### src/rtl/hex_display_pkg.sv
// -----------------------------------------------------------------------------
// hex_display_pkg
// Shared definitions for the hex display scanner:
//   DEFAULT_NUM_DIGITS  - default number of scanned digits
//   DEFAULT_REFRESH_DIV - default clock cycles each digit stays selected
//   idx_width()         - width of a digit index (clog2 of the digit count)
//   nibble_t            - one hex digit value
// -----------------------------------------------------------------------------
package hex_display_pkg;

    localparam int DEFAULT_NUM_DIGITS  = 4;
    localparam int DEFAULT_REFRESH_DIV = 1000;

    typedef logic [3:0] nibble_t;

    // Never returns zero so a digit index is always at least one bit wide.
    function automatic int idx_width(input int n);
        return (n > 1) ? $clog2(n) : 1;
    endfunction

endpackage

### src/rtl/hex_display_tick.sv
// -----------------------------------------------------------------------------
// hex_display_tick
// Prescaler counting 0..DIV-1 while enabled; tick is high during the cycle in
// which the count sits at DIV-1 (the terminal cycle).
// Ports:
//   clk    - clock, rising edge
//   rst_n  - synchronous active-low reset, clears the count to 0
//   en     - count enable; tick is suppressed while low
//   tick   - terminal-count pulse
// -----------------------------------------------------------------------------
module hex_display_tick #(
    parameter int DIV = 1000
) (
    input  logic clk,
    input  logic rst_n,
    input  logic en,
    output logic tick
);

    localparam int            CW   = (DIV > 1) ? $clog2(DIV) : 1;
    localparam logic [CW-1:0] LAST = CW'(DIV - 1);

    logic [CW-1:0] count_q;
    logic [CW-1:0] count_d;

    always_comb begin
        count_d = count_q;
        if (en) begin
            count_d = (count_q == LAST) ? '0 : count_q + 1'b1;
        end
    end

    assign tick = en && (count_q == LAST);

    always_ff @(posedge clk) begin
        if (!rst_n) begin
            count_q <= '0;
        end else begin
            count_q <= count_d;
        end
    end

endmodule

### src/rtl/hex_display_scanner.sv
// -----------------------------------------------------------------------------
// hex_display_scanner
// Time-multiplexed scan controller for a bank of 7-segment digits. Holds one
// nibble and one decimal point per digit, steps a one-hot digit select every
// REFRESH_DIV cycles, and swaps in newly loaded values only at frame
// boundaries (double-buffered through a single pending word).
//
// Optional feature: define LEADING_ZERO_BLANK_EN to blank digits above the
// most significant non-zero nibble (digit 0 and dp-marked digits stay lit).
//
// Ports:
//   clk          - clock, rising edge
//   rst_n        - synchronous active-low reset
//   load_valid   - producer offers a display word
//   load_ready   - pending buffer empty; word accepted on valid && ready
//   load_data    - nibble k in bits [4k+3:4k], digit 0 least significant
//   load_dp      - decimal-point enable per digit
//   digit_hex    - nibble of the selected digit
//   digit_dp     - decimal point of the selected digit
//   digit_sel    - one-hot active-high digit enable (zero when blanked)
//   blank        - current slot is blanked
//   frame_start  - one-cycle pulse when digit 0 becomes selected
// -----------------------------------------------------------------------------
module hex_display_scanner
    import hex_display_pkg::*;
#(
    parameter int NUM_DIGITS  = DEFAULT_NUM_DIGITS,
    parameter int REFRESH_DIV = DEFAULT_REFRESH_DIV
) (
    input  logic                    clk,
    input  logic                    rst_n,
    input  logic                    load_valid,
    output logic                    load_ready,
    input  logic [4*NUM_DIGITS-1:0] load_data,
    input  logic [NUM_DIGITS-1:0]   load_dp,
    output logic [3:0]              digit_hex,
    output logic                    digit_dp,
    output logic [NUM_DIGITS-1:0]   digit_sel,
    output logic                    blank,
    output logic                    frame_start
);

    localparam int                    IDX_W    = idx_width(NUM_DIGITS);
    localparam logic [IDX_W-1:0]      LAST_IDX = IDX_W'(NUM_DIGITS - 1);
    localparam logic [NUM_DIGITS-1:0] SEL_ONE  = NUM_DIGITS'(1);

    // Scan state
    logic             started_q, started_d;
    logic [IDX_W-1:0] idx_q, idx_d;

    // Display buffers
    logic [4*NUM_DIGITS-1:0] active_q, active_d;
    logic [NUM_DIGITS-1:0]   active_dp_q, active_dp_d;
    logic [4*NUM_DIGITS-1:0] pending_q, pending_d;
    logic [NUM_DIGITS-1:0]   pending_dp_q, pending_dp_d;
    logic                    pending_full_q, pending_full_d;

    // Output registers
    nibble_t               digit_hex_q, digit_hex_d;
    logic                  digit_dp_q, digit_dp_d;
    logic [NUM_DIGITS-1:0] digit_sel_q, digit_sel_d;
    logic                  blank_q, blank_d;
    logic                  frame_start_q, frame_start_d;

    logic tick;
    logic wrap;
    logic boundary;
    logic accept;

    nibble_t               active_nib [NUM_DIGITS];
    logic [NUM_DIGITS-1:0] blank_mask;

    // The prescaler is held at 0 until the first cycle out of reset has
    // registered digit 0, so digit 0 of the first frame gets its full slot.
    hex_display_tick #(
        .DIV (REFRESH_DIV)
    ) u_tick (
        .clk   (clk),
        .rst_n (rst_n),
        .en    (started_q),
        .tick  (tick)
    );

    assign load_ready = !pending_full_q;
    assign accept     = load_valid && load_ready;
    assign wrap       = (idx_q == LAST_IDX);
    assign boundary   = tick && wrap;

    always_comb begin : scan_next
        started_d = 1'b1;
        idx_d     = idx_q;
        if (tick) begin
            idx_d = wrap ? '0 : idx_q + 1'b1;
        end
    end

    // A full pending buffer always blocks accept, so transfer-out and
    // capture-in never collide on the same word.
    always_comb begin : buffer_next
        active_d       = active_q;
        active_dp_d    = active_dp_q;
        pending_d      = pending_q;
        pending_dp_d   = pending_dp_q;
        pending_full_d = pending_full_q;
        if (boundary) begin
            if (pending_full_q) begin
                active_d    = pending_q;
                active_dp_d = pending_dp_q;
            end
            pending_full_d = 1'b0;
        end
        if (accept) begin
            pending_d      = load_data;
            pending_dp_d   = load_dp;
            pending_full_d = 1'b1;
        end
    end

    // Outputs are built from the next-state buffers so new values appear
    // in the same cycle as frame_start.
    generate
        for (genvar gi = 0; gi < NUM_DIGITS; gi++) begin : g_nib
            assign active_nib[gi] = active_d[4*gi +: 4];
        end
    endgenerate

`ifdef LEADING_ZERO_BLANK_EN
    logic lz_upper_zero;

    // Walk from the top digit down; a digit is blanked while every nibble
    // from it upward is zero, unless it carries a decimal point or is digit 0.
    always_comb begin : lead_zero
        lz_upper_zero = 1'b1;
        blank_mask    = '0;
        for (int k = NUM_DIGITS - 1; k >= 0; k--) begin
            lz_upper_zero = lz_upper_zero && (active_nib[k] == 4'h0);
            blank_mask[k] = lz_upper_zero && !active_dp_d[k] && (k != 0);
        end
    end
`else
    assign blank_mask = '0;
`endif

    always_comb begin : out_next
        digit_hex_d   = active_nib[idx_d];
        digit_dp_d    = active_dp_d[idx_d];
        blank_d       = blank_mask[idx_d];
        digit_sel_d   = blank_d ? '0 : (SEL_ONE << idx_d);
        // The first cycle out of reset starts a frame as well.
        frame_start_d = !started_q || boundary;
    end

    always_ff @(posedge clk) begin
        if (!rst_n) begin
            started_q      <= 1'b0;
            idx_q          <= '0;
            active_q       <= '0;
            active_dp_q    <= '0;
            pending_q      <= '0;
            pending_dp_q   <= '0;
            pending_full_q <= 1'b0;
            digit_hex_q    <= '0;
            digit_dp_q     <= 1'b0;
            digit_sel_q    <= '0;
            blank_q        <= 1'b0;
            frame_start_q  <= 1'b0;
        end else begin
            started_q      <= started_d;
            idx_q          <= idx_d;
            active_q       <= active_d;
            active_dp_q    <= active_dp_d;
            pending_q      <= pending_d;
            pending_dp_q   <= pending_dp_d;
            pending_full_q <= pending_full_d;
            digit_hex_q    <= digit_hex_d;
            digit_dp_q     <= digit_dp_d;
            digit_sel_q    <= digit_sel_d;
            blank_q        <= blank_d;
            frame_start_q  <= frame_start_d;
        end
    end

    assign digit_hex   = digit_hex_q;
    assign digit_dp    = digit_dp_q;
    assign digit_sel   = digit_sel_q;
    assign blank       = blank_q;
    assign frame_start = frame_start_q;

endmodule
### config.mk
export PLATFORM = sky130hd
export DESIGN_NAME = hex_display_scanner
export DESIGN_NICKNAME = d
export VERILOG_FILES = /design/src/rtl/hex_display_pkg.sv /design/src/rtl/hex_display_tick.sv /design/src/rtl/hex_display_scanner.sv
export SDC_FILE = /design/constraint.sdc
export NUM_CORES = 1
export LEC_CHECK = 0
export CELL_PAD_IN_SITES_DETAIL_PLACEMENT = 1
export CELL_PAD_IN_SITES_GLOBAL_PLACEMENT = 1
export CORE_ASPECT_RATIO = 0.7
export CORE_UTILIZATION = 35
export CTS_CLUSTER_DIAMETER = 50
export DETAILED_ROUTE_END_ITERATION = 10
export PLACE_DENSITY_LB_ADDON = 0.2
export SLEW_MARGIN = 15
export SYNTH_ARGS = -nofsm -noshare
export SYNTH_HDL_FRONTEND = slang
export SYNTH_SLANG_ARGS = --single-unit
### constraint.sdc
create_clock -name clk -period 3.1 [get_ports clk]
set_clock_uncertainty 0.2 [all_clocks]
set_input_delay 0.93 -clock clk [delete_from_list [all_inputs] [get_ports clk]]
set_output_delay 0.93 -clock clk [all_outputs]
set_load 0.1 [all_outputs]
Fig. 1: layout detail
Bar = 10 microns. Region (33, 2) to (73, 42) microns. Cells in grey, sequential cells in the stronger grey; small squares are vias.
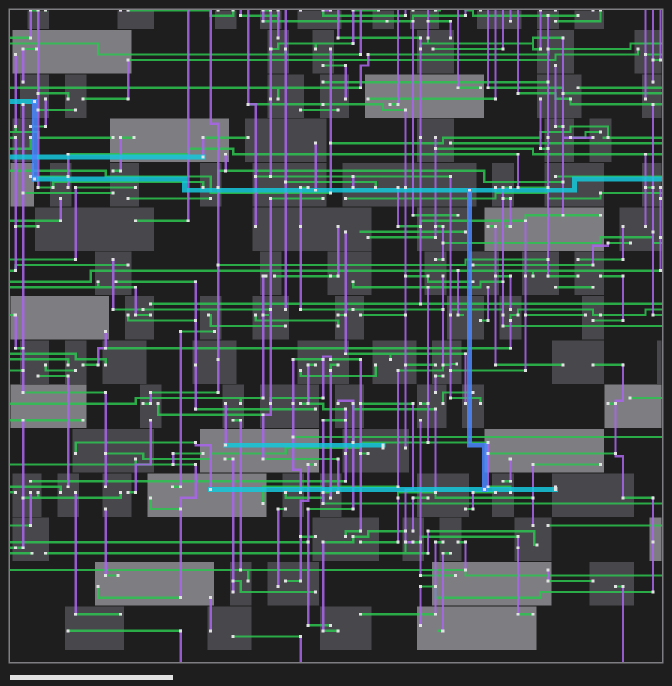
Cyan is metal 3. Green is metal 1. Blue is metal 4. Purple is metal 2.
Netlist names of flops here include u_tick.count_q (3), idx_q (2). Sequential cells in the window: 12. Most frequent: nand2_1 (17), dfxtp_1 (12), a21oi_1 (10). 87 logic cells have their middle in the window.

Fig. 2: cells by drive strength
Bar = 20 microns.
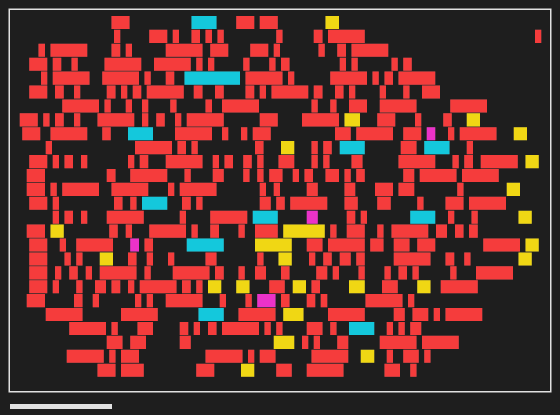
Cyan is _6 and larger, cells 11, most used clkbuf_8. Magenta is _2 cells, cells 4, most used clkinv_2. Yellow is _3 and _4 cells, cells 24, most used buf_4. Red is _0 and _1 cells, cells 318, most used nand2_1.
fin worst setup slack: 0.536 ns
Signal buffers: 39
Layout area overhead: 22.3%
Final Cell Area: 3220 sq um

==> flow_summary.json <==
{
  "status": "complete, no violations",
  "setup.worst_path.class": "flip-flop to flip-flop",
  "yosys_warnings": 0,
  "common_cells": "102 x nand2_1, 64 x dfxtp_1, 53 x a21oi_1",
  "most_common_cell": "nand2_1",
  "cts_inserted_buffers": 9,
  "xor_area_share_pct": 3.00,
  "netlist_area_sq_um": 2630,
  "rows": 26,
  "placed_area_sq_um": 3020,
  "synth_cells": 322,
  "wl_per_cell_microns": 14.7,
  "holdPathEnd": "active_dp_q[2]",
  "grt-ovfl-total": 0,
  "grt_first_pass_wirelength_microns": 11100,
  "grt_busiest_layer": "met1",
  "ys_sh_simple_pct": 23.5,
  "mux_share_pct": 5.04,
  "synthDistinctLibCells": 32,
  "instances_no_fill": 455,
  "seq_share_pct": 39.8,
  "drc": 0,
  "seq_area_frac_synth_pct": 48.7,
  "tightestPinTransition_ns": 0.701,
  "cts_tree": "done",
  "cts_max_level": 3,
  "lay_top_count": "nand2_1",
  "seq_area_sq_um": 1280,
  "clkCellAreaFrac_pct": 6.11,
  "layout-drive-gt1-share_pct": 10.9,
  "fillCellCount": 893,
  "most-common-layout-cells": "102 x nand2_1, 64 x dfxtp_1, 53 x a21oi_1, 22 x clkdlybuf4s50_1",
  "clk_pin_slew_ns": 0.07,
  "reg2reg_depth": 5,
  "grt_pass1_vias": 2105,
  "viasPerCell": 4.93,
  "max_freq_mhz": 390,
  "post-place-ws_ns": 0.399,
  "finalPower_mw": 1.69,
  "dr.pass1.iters": 4,
  "holdCritStartpoint": "active_dp_q[2]",
  "largestClassByArea": "sequential cells",
  "diodes": 0,
  "ant_nets": 0,
  "setup_viol": 0,
  "slew_violations": 0,
  "place.gp.congestion": 0.765,
  "bufAreaShareNonClock_pct": 11.2,
  "die_area_sq_um": 7870,
  "p_leak_nw": 1.21,
  "synth_nets": 347,
  "fin_crit_ns": 2.56,
  "end_kind": "flip-flop",
  "worst_setup_path_start_kind": "flip-flop",
  "n_tap_cell": 98,
  "rsz0062_at_grt": "false",
  "r2r-end": "digit_hex[3]",
  "r2r_slack_ns": 0.54,
  "grt_max_degree": 47,
  "worstPathMaxFanout": 13,
  "ios": 35,
  "hold_viol_final": 0,
  "hold_depth": 2,
  "hp-class": "flip-flop to flip-flop",
  "io_buffer_count": 33,
  "grtUsageMet2_pct": 24.1,
  "comb.multi_input.count": 234,
  "finalClockPeriodUsage_pct": 82.7,
  "inverters": 4,
  "seq_cells": 64
}
Fig. 3: signal wires on met1
Bar = 20 microns. Supply wires on this layer in grey. Cells faint in the background.
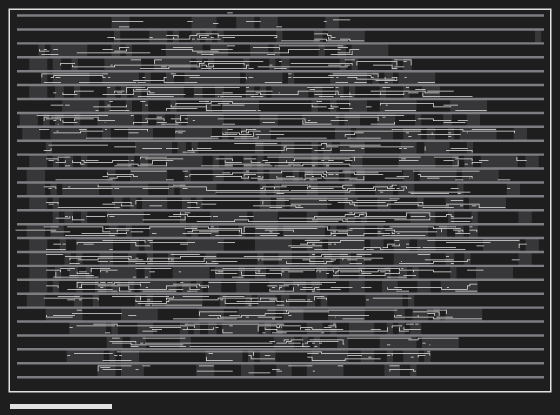
334 nets have wire on it. The layer holds 57% of the routed length. The layer carries 3780 microns of wire.
via count: 2245
met1 usage: 29.3%
Post-Route WL: 6680 microns

-- sequential cells by signal, summed over array words and instances (netlist names), 2 cells and up --
signal          flops
active_q           16
digit_hex           4
digit_sel           4
idx_q               2
pending_q          16
pending_dp_q        4
u_tick.count_q     10
active_dp_q         4
-- critical path: stages, from the launching register on --
cell and delay (ns):
dfxtp_1 0.36, or3b_4 0.43, or3_4 0.49, mux2i_4 0.54
mux2i_1 0.27, o221ai_1 0.14
-- power by group --
part,internal [mW],switching (mW)
combinational,0.0475,0.0692
sequential,0.842,0.0209
clock,0.370,0.344
total,1.26,0.435
-- metal layers --
layer  up-vias  share of wire (%)
met3         8                4.2
li1       1128                  -
met1      1068                 57
met2        41                 38
met5         -                  0
met4         0                1.0
Power figures rest on the tool's default switching activity, not on a simulated workload.
